class_map.png
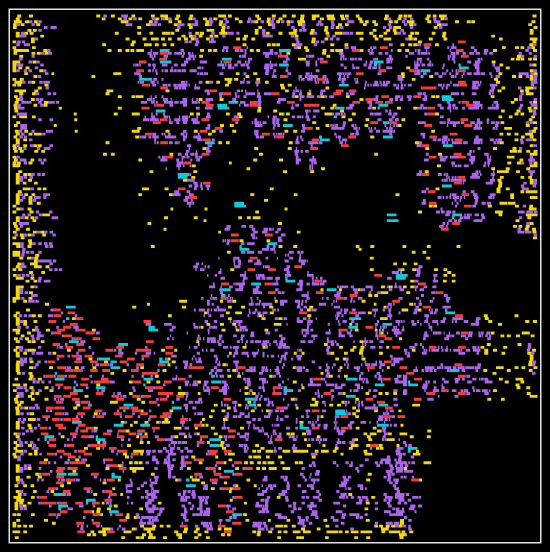
congestion_map.png
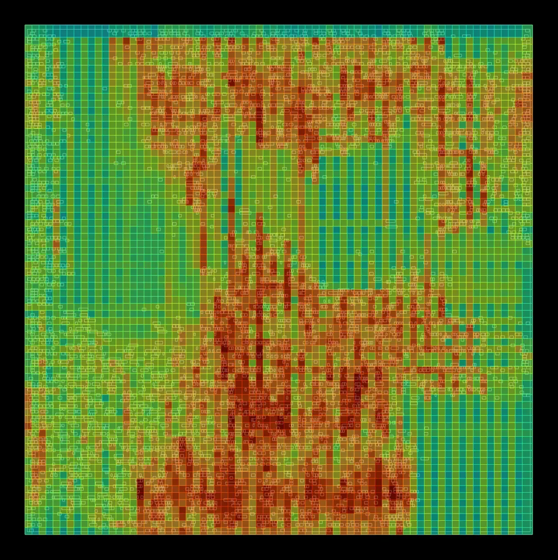
floorplan.png
Scale bar: 200 um. Pins as bars on the die edge.
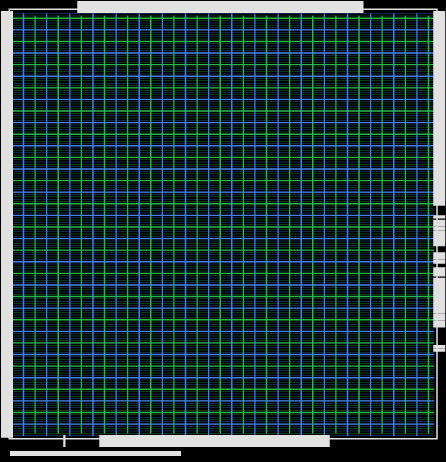
### config.mk
export PLATFORM = sky130hd
export DESIGN_NAME = xor_table_lookup_reader
export DESIGN_NICKNAME = d
export VERILOG_FILES = /design/src/rtl/xor_table_lookup_reader.sv
export SDC_FILE = /design/constraint.sdc
export NUM_CORES = 2
export LEC_CHECK = 0
export CAP_MARGIN = 5
export CORE_AREA = 2 2 498 500
export CTS_BUF_LIST = sky130_fd_sc_hd__clkbuf_16
export CTS_CLUSTER_DIAMETER = 60
export DETAILED_ROUTE_END_ITERATION = 10
export DIE_AREA = 0 0 500 502
export HOLD_SLACK_MARGIN = 0.12
export PLACE_DENSITY = 0.3
export SYNTH_ARGS = -nofsm -noshare
export SYNTH_HDL_FRONTEND = slang
export SYNTH_SLANG_ARGS = --single-unit
### constraint.sdc
create_clock -name clk -period 9 [get_ports clk]
set_input_delay 1.8 -clock clk [delete_from_list [all_inputs] [get_ports clk]]
set_output_delay 1.8 -clock clk [all_outputs]
set_load 0.01 [all_outputs]
### src/rtl/xor_table_lookup_reader.sv
// Read side of the XOR-coded multi-port hash table: issues bank reads, XOR-decodes
// the returned slices, forwards in-flight writes and reports hit/miss per lookup.
module xor_table_lookup_reader #(
    parameter int NUM_WR      = 8,
    parameter int INDEX_WIDTH = 12,
    parameter int VALUE_WIDTH = 31,
    parameter int KEY_WIDTH   = 32,
    parameter int DATA_WIDTH  = 64,
    parameter int RD_LATENCY  = 2
) (
    input  logic                          clk,
    input  logic                          reset,
    input  logic                          en_in,
    input  logic [1:0]                    opt_in,
    input  logic [INDEX_WIDTH-1:0]        index_in,
    input  logic [KEY_WIDTH-1:0]          key_in,
    output logic                          rd_en,
    output logic [INDEX_WIDTH-1:0]        rd_addr,
    input  logic [NUM_WR*DATA_WIDTH-1:0]  rd_bank_data,
    input  logic [NUM_WR-1:0]             wr_snoop_valid,
    input  logic [NUM_WR*INDEX_WIDTH-1:0] wr_snoop_index,
    input  logic [NUM_WR*DATA_WIDTH-1:0]  wr_snoop_entry,
    output logic                          out_valid,
    output logic                          out_hit,
    output logic [VALUE_WIDTH-1:0]        out_value,
    output logic [KEY_WIDTH-1:0]          out_key,
    output logic [INDEX_WIDTH-1:0]        out_index
);

    localparam int VALID_BIT = KEY_WIDTH + VALUE_WIDTH;
    localparam int ENTRY_W   = VALID_BIT + 1;
    localparam int DEPTH     = RD_LATENCY + 1;

    typedef struct packed {
        logic                   valid;
        logic [KEY_WIDTH-1:0]   key;
        logic [INDEX_WIDTH-1:0] index;
        logic                   fwd_v;
        logic [ENTRY_W-1:0]     fwd_entry;
    } stage_t;

    stage_t             pipe     [DEPTH];
    stage_t             pipe_fwd [DEPTH];
    stage_t             last;
    logic [ENTRY_W-1:0] raw;
    logic [ENTRY_W-1:0] entry;
    logic               accept;
    logic               hit;

    assign accept = en_in && (opt_in == 2'b00);

    // Every stage is inside its capture window, so each one snoops every cycle;
    // ascending port order lets the highest matching port win.
    always_comb begin
        for (int k = 0; k < DEPTH; k++) begin
            // NOTE: each stage starts from its registered value so no path leaves it unassigned (no latch).
            pipe_fwd[k] = pipe[k];
            for (int j = 0; j < NUM_WR; j++) begin
                if (wr_snoop_valid[j] &&
                    wr_snoop_index[j*INDEX_WIDTH +: INDEX_WIDTH] == pipe[k].index) begin
                    pipe_fwd[k].fwd_v     = 1'b1;
                    pipe_fwd[k].fwd_entry = wr_snoop_entry[j*DATA_WIDTH +: ENTRY_W];
                end
            end
        end
    end

    always_comb begin
        raw = '0;
        for (int j = 0; j < NUM_WR; j++) begin
            raw ^= rd_bank_data[j*DATA_WIDTH +: ENTRY_W];
        end
    end

    assign last  = pipe_fwd[DEPTH-1];
    assign entry = last.fwd_v ? last.fwd_entry : raw;
    assign hit   = entry[VALID_BIT] && (entry[KEY_WIDTH-1:0] == last.key);

    always_ff @(posedge clk) begin
        if (reset) begin
            rd_en     <= 1'b0;
            rd_addr   <= '0;
            out_valid <= 1'b0;
            out_hit   <= 1'b0;
            out_value <= '0;
            out_key   <= '0;
            out_index <= '0;
            // NOTE: the pipeline is a handful of flops, not a RAM, so clearing it on reset is cheap and drops in-flight lookups.
            for (int k = 0; k < DEPTH; k++) begin
                pipe[k] <= '0;
            end
        end else begin
            rd_en <= accept;
            if (accept) begin
                rd_addr <= index_in;
            end

            // A snoop in the request cycle is already in the banks, so stage 0 starts unforwarded.
            pipe[0] <= '{valid: accept, key: key_in, index: index_in,
                         fwd_v: 1'b0, fwd_entry: '0};
            for (int k = 1; k < DEPTH; k++) begin
                pipe[k] <= pipe_fwd[k-1];
            end

            out_valid <= last.valid;
            if (last.valid) begin
                out_hit   <= hit;
                out_value <= hit ? entry[KEY_WIDTH +: VALUE_WIDTH] : '0;
                out_key   <= last.key;
                out_index <= last.index;
            end else begin
                out_hit   <= 1'b0;
                out_value <= '0;
            end
        end
    end

endmodule

==> results.sh <==
# physical design summary
export IMPL_postSynthNetCount=5578
export IMPL_worstHoldPathType="flip-flop to flip-flop"
export IMPL_worstPathCellList="clkdlybuf4s50_1, xnor2_1, nand4_1, nor4_2, or4_1, o21ai_1, a211oi_1, nor4_1, a311oi_1, nand4_1, or4_2, buf_4, nor4_2"
export IMPL_hold_path_endpoint="pipe[0][217]"
export IMPL_postSynth_topFlopCell="sky130_fd_sc_hd__dfxtp_1"
export IMPL_synth_most_common_cell="sky130_fd_sc_hd__xnor2_1"
export IMPL_power_per_cell_area_nw_per_um2=125.8
export IMPL_yosys_cells=4401
export IMPL_worst_hold_startpoint="pipe[0][107]"
export IMPL_grt_overflow_total=0
export IMPL_p_int_mw=4.314
export IMPL_gpl_final_weighted_congestion=0.9143
export IMPL_drive_above_1_share_pct=7.012
export IMPL_nNetsFinal=6637
export IMPL_root_buffer="sky130_fd_sc_hd__clkbuf_16"
export IMPL_synth_cell_area_um2=32680
export IMPL_pwr_share_clk_pct=45.5
export IMPL_cp_data_required_time_ns=9.60
export IMPL_grt_antenna_before_repair=203
export IMPL_power_switching_share_pct=33.84
export IMPL_final_antenna_violating_net_count=0
export IMPL_net_load_switching_power_mw=2.206
export IMPL_placementRows=182
export IMPL_timing_clock_skew_ns=0.06895
export IMPL_finalSetupViolations=0
export IMPL_power_sequential_fraction_pct=24.9
export IMPL_final_min_period_over_clock_period_pct=75.35
export IMPL_nNonClkInverters=79
export IMPL_grt_max_degree=130
export IMPL_seqAreaFraction_pct=13.67
export IMPL_startpoint_type="primary input"
export IMPL_viasPerCell=4.604
export IMPL_grt_setup_unrepaired="false"
export IMPL_synth_async_reset_ratio_pct=0
export IMPL_mi_logic_area_um2=23940
export IMPL_buffer_ports_inserted=1266
export IMPL_numSequentialCells=354
export IMPL_worst_hold_depth=1
export IMPL_max_capacitance_violation_count=0
export IMPL_status="completed"
export IMPL_ioPinCount=1267
export IMPL_post_cts_resized=0
export IMPL_antenna_diode_count=83
export IMPL_drc=0
export IMPL_setup_worst_path_end_class="flip-flop"
export IMPL_first_global_vias=38790
export IMPL_synth_flop_count=354
export IMPL_top_area_cell="sky130_fd_sc_hd__dfxtp_1"
export IMPL_flow_area_growth_from_synthesis_pct=58.65
export IMPL_multi_input_comb_cells=3569
export IMPL_totalPowerFinal_mw=6.520
export IMPL_fp_util_pct=13.33
export IMPL_power_share_combinational_pct=29.6
export IMPL_setup_crit_path_kind="primary input to flip-flop"
export IMPL_final_hold_violation_count=0
export IMPL_post_cts_hold_buffer_count=0
export IMPL_reg2reg_from="pipe[0][287]"
export IMPL_crit_path_end="out_value[10]"
export IMPL_ys_types=64
export IMPL_yosysChipArea_um2=32680
export IMPL_final_setup_tns_ns=0
export IMPL_ys_top_cells_by_area="sky130_fd_sc_hd__dfxtp_1 (22%), sky130_fd_sc_hd__xnor2_1 (16%), sky130_fd_sc_hd__mux2i_1 (6.8%), sky130_fd_sc_hd__nand2_1 (5.3%), sky130_fd_sc_hd__a211oi_1 (5.0%)"
export IMPL_clock_sinks=354
export IMPL_largest_register="pipe"
export IMPL_cts_clk_slew_worst_paths_ns=0.06
export IMPL_chip_area_um2=251000
export IMPL_buffer_area_share_pct=26.45
export IMPL_dr_first_iter_drc_count=4021
export IMPL_avgSynthCellArea_um2=7.426
export IMPL_crit_start="wr_snoop_index[47]"
export IMPL_n_all_buffers=1384
export IMPL_log_warning_count=48
export IMPL_max_slew_margin_pct=13.31
export IMPL_crit_path_top_delay_cell="sky130_fd_sc_hd__nor4_2"
export IMPL_totalWireLength_mm=303.7
export IMPL_taps=3220
export IMPL_clockBufferCount=72
export IMPL_synth_warning_count=0
export IMPL_leakagePower_nw=17.75
Notes on class_map.png above:
Key: remaining logic cells = purple [cells 3648, share of their area 51%]; registers = red [cells 354, share of their area 15%]; remaining buffers and delay cells = yellow [cells 1384, share of their area 29%]; clock drivers and dummy loads = cyan [cells 133, share of their area 5.4%]

Notes on congestion_map.png above:
global router's overall resource usage: 23.05%
met2 track demand over resource: 38.01%
busiest layer in global routing: met2
Avg WL per Cell: 34.42 um
Global Route met1 Usage: 28.41%

Notes on floorplan.png above:
Key: VSS = blue; VDD = green
36 straps on met5. The core has 182 rows. 183 met1 rails follow the rows.
highest ir drop seen on vdd: 0.0001348 V
width of the die: 500 um
die extent in y: 502 um
placeable core region: 245300 um^2

-- cell families (layout without fill, tap and decap cells) --
family / count (synthesis) / after routing / synth area share [%]
muxes: 227 / 227 / 6.968
AOI/OAI and AO/OA: 1192 / 1192 / 24.25
DFF: 354 / 354 / 21.68
buffers and inverters: 478 / 1596 / 5.639
xor gates and xnor gates: 748 / 748 / 20.05
other: 0 / 83 / 0
and+or+nand+nor: 1402 / 1402 / 21.42
-- metrics by stage --
stage / instances / utilization (%) / hold WS, ns / worst slack (ns) / cell area, um^2
finish: 8822 / 21.14 / 0.4308 / 2.219 / 51850
global route: 8807 / 21.13 / 0.4455 / 2.094 / 51810
CTS: 8739 / 21.06 / 0.4344 / 2.386 / 51640
detailed placement: 8606 / 20.01 / 0.4212 / 1.652 / 49060
global placement: 8606 / 20.01 / 0.4148 / 1.683 / 49060
floorplan: 4401 / - / 0.4138 / 3.690 / 32680
-- layout by cell type, fill, tap and decap left out, types with 15 or more instances in the layout --
cell type	synthesis	layout
sky130_fd_sc_hd__or2_2	64	64
sky130_fd_sc_hd__a311oi_1	69	69
sky130_fd_sc_hd__xor2_1	148	148
sky130_fd_sc_hd__a31oi_1	22	22
sky130_fd_sc_hd__nor2b_1	137	137
sky130_fd_sc_hd__diode_2	0	83
sky130_fd_sc_hd__mux2i_1	223	223
sky130_fd_sc_hd__nand3_1	155	155
sky130_fd_sc_hd__inv_1	79	81
sky130_fd_sc_hd__a211o_1	69	69
sky130_fd_sc_hd__nand4_1	62	62
sky130_fd_sc_hd__buf_4	1	106
sky130_fd_sc_hd__and3_1	68	68
sky130_fd_sc_hd__o22ai_1	15	15
sky130_fd_sc_hd__nand2_1	465	465
sky130_fd_sc_hd__nand3b_1	32	32
sky130_fd_sc_hd__nor4_1	47	34
sky130_fd_sc_hd__nor2_1	268	263
sky130_fd_sc_hd__a222oi_1	34	34
sky130_fd_sc_hd__clkdlybuf4s50_1	0	1265
sky130_fd_sc_hd__nor3_1	34	27
sky130_fd_sc_hd__clkbuf_16	0	72
sky130_fd_sc_hd__dfxtp_1	354	353
sky130_fd_sc_hd__a221oi_1	19	19
sky130_fd_sc_hd__nor4_2	30	43
sky130_fd_sc_hd__o211ai_1	138	138
sky130_fd_sc_hd__a211oi_1	219	219
sky130_fd_sc_hd__a21oi_1	234	234
sky130_fd_sc_hd__xnor2_1	600	598
sky130_fd_sc_hd__o21ai_0	310	310
-- power groups by stage --
stage          Sequential [mW]  Clock, mW  Combinational [mW]
2_1_floorplan             1.64          0               0.700
3_3_place_gp              1.65          0                1.96
3_5_place_dp              1.65          0                1.95
4_1_cts                   1.62       3.05                1.96
5_1_grt                   1.62       3.10                2.04
6_report                  1.62       2.97                1.93
-- metal layers --
| layer | vias up | global-route usage (%) | wire length, um |
|---|---|---|---|
| met5 | - | 0 | 288 |
| met4 | 48 | 10.42 | 12500 |
| met3 | 515 | 5.256 | 22540 |
| met2 | 2330 | 38.01 | 143400 |
| met1 | 19750 | 28.41 | 124900 |
| li1 | 17980 | - | - |
-- worst max-delay path: cells and delay by family --
family	cells	cell delay, ns
buffers and inverters	2	0.92
xor gates and xnor gates	1	0.28
and+or+nand+nor	7	2.94
AOI/OAI and AO/OA	3	1.36
Power and IR drop assume default switching activity.
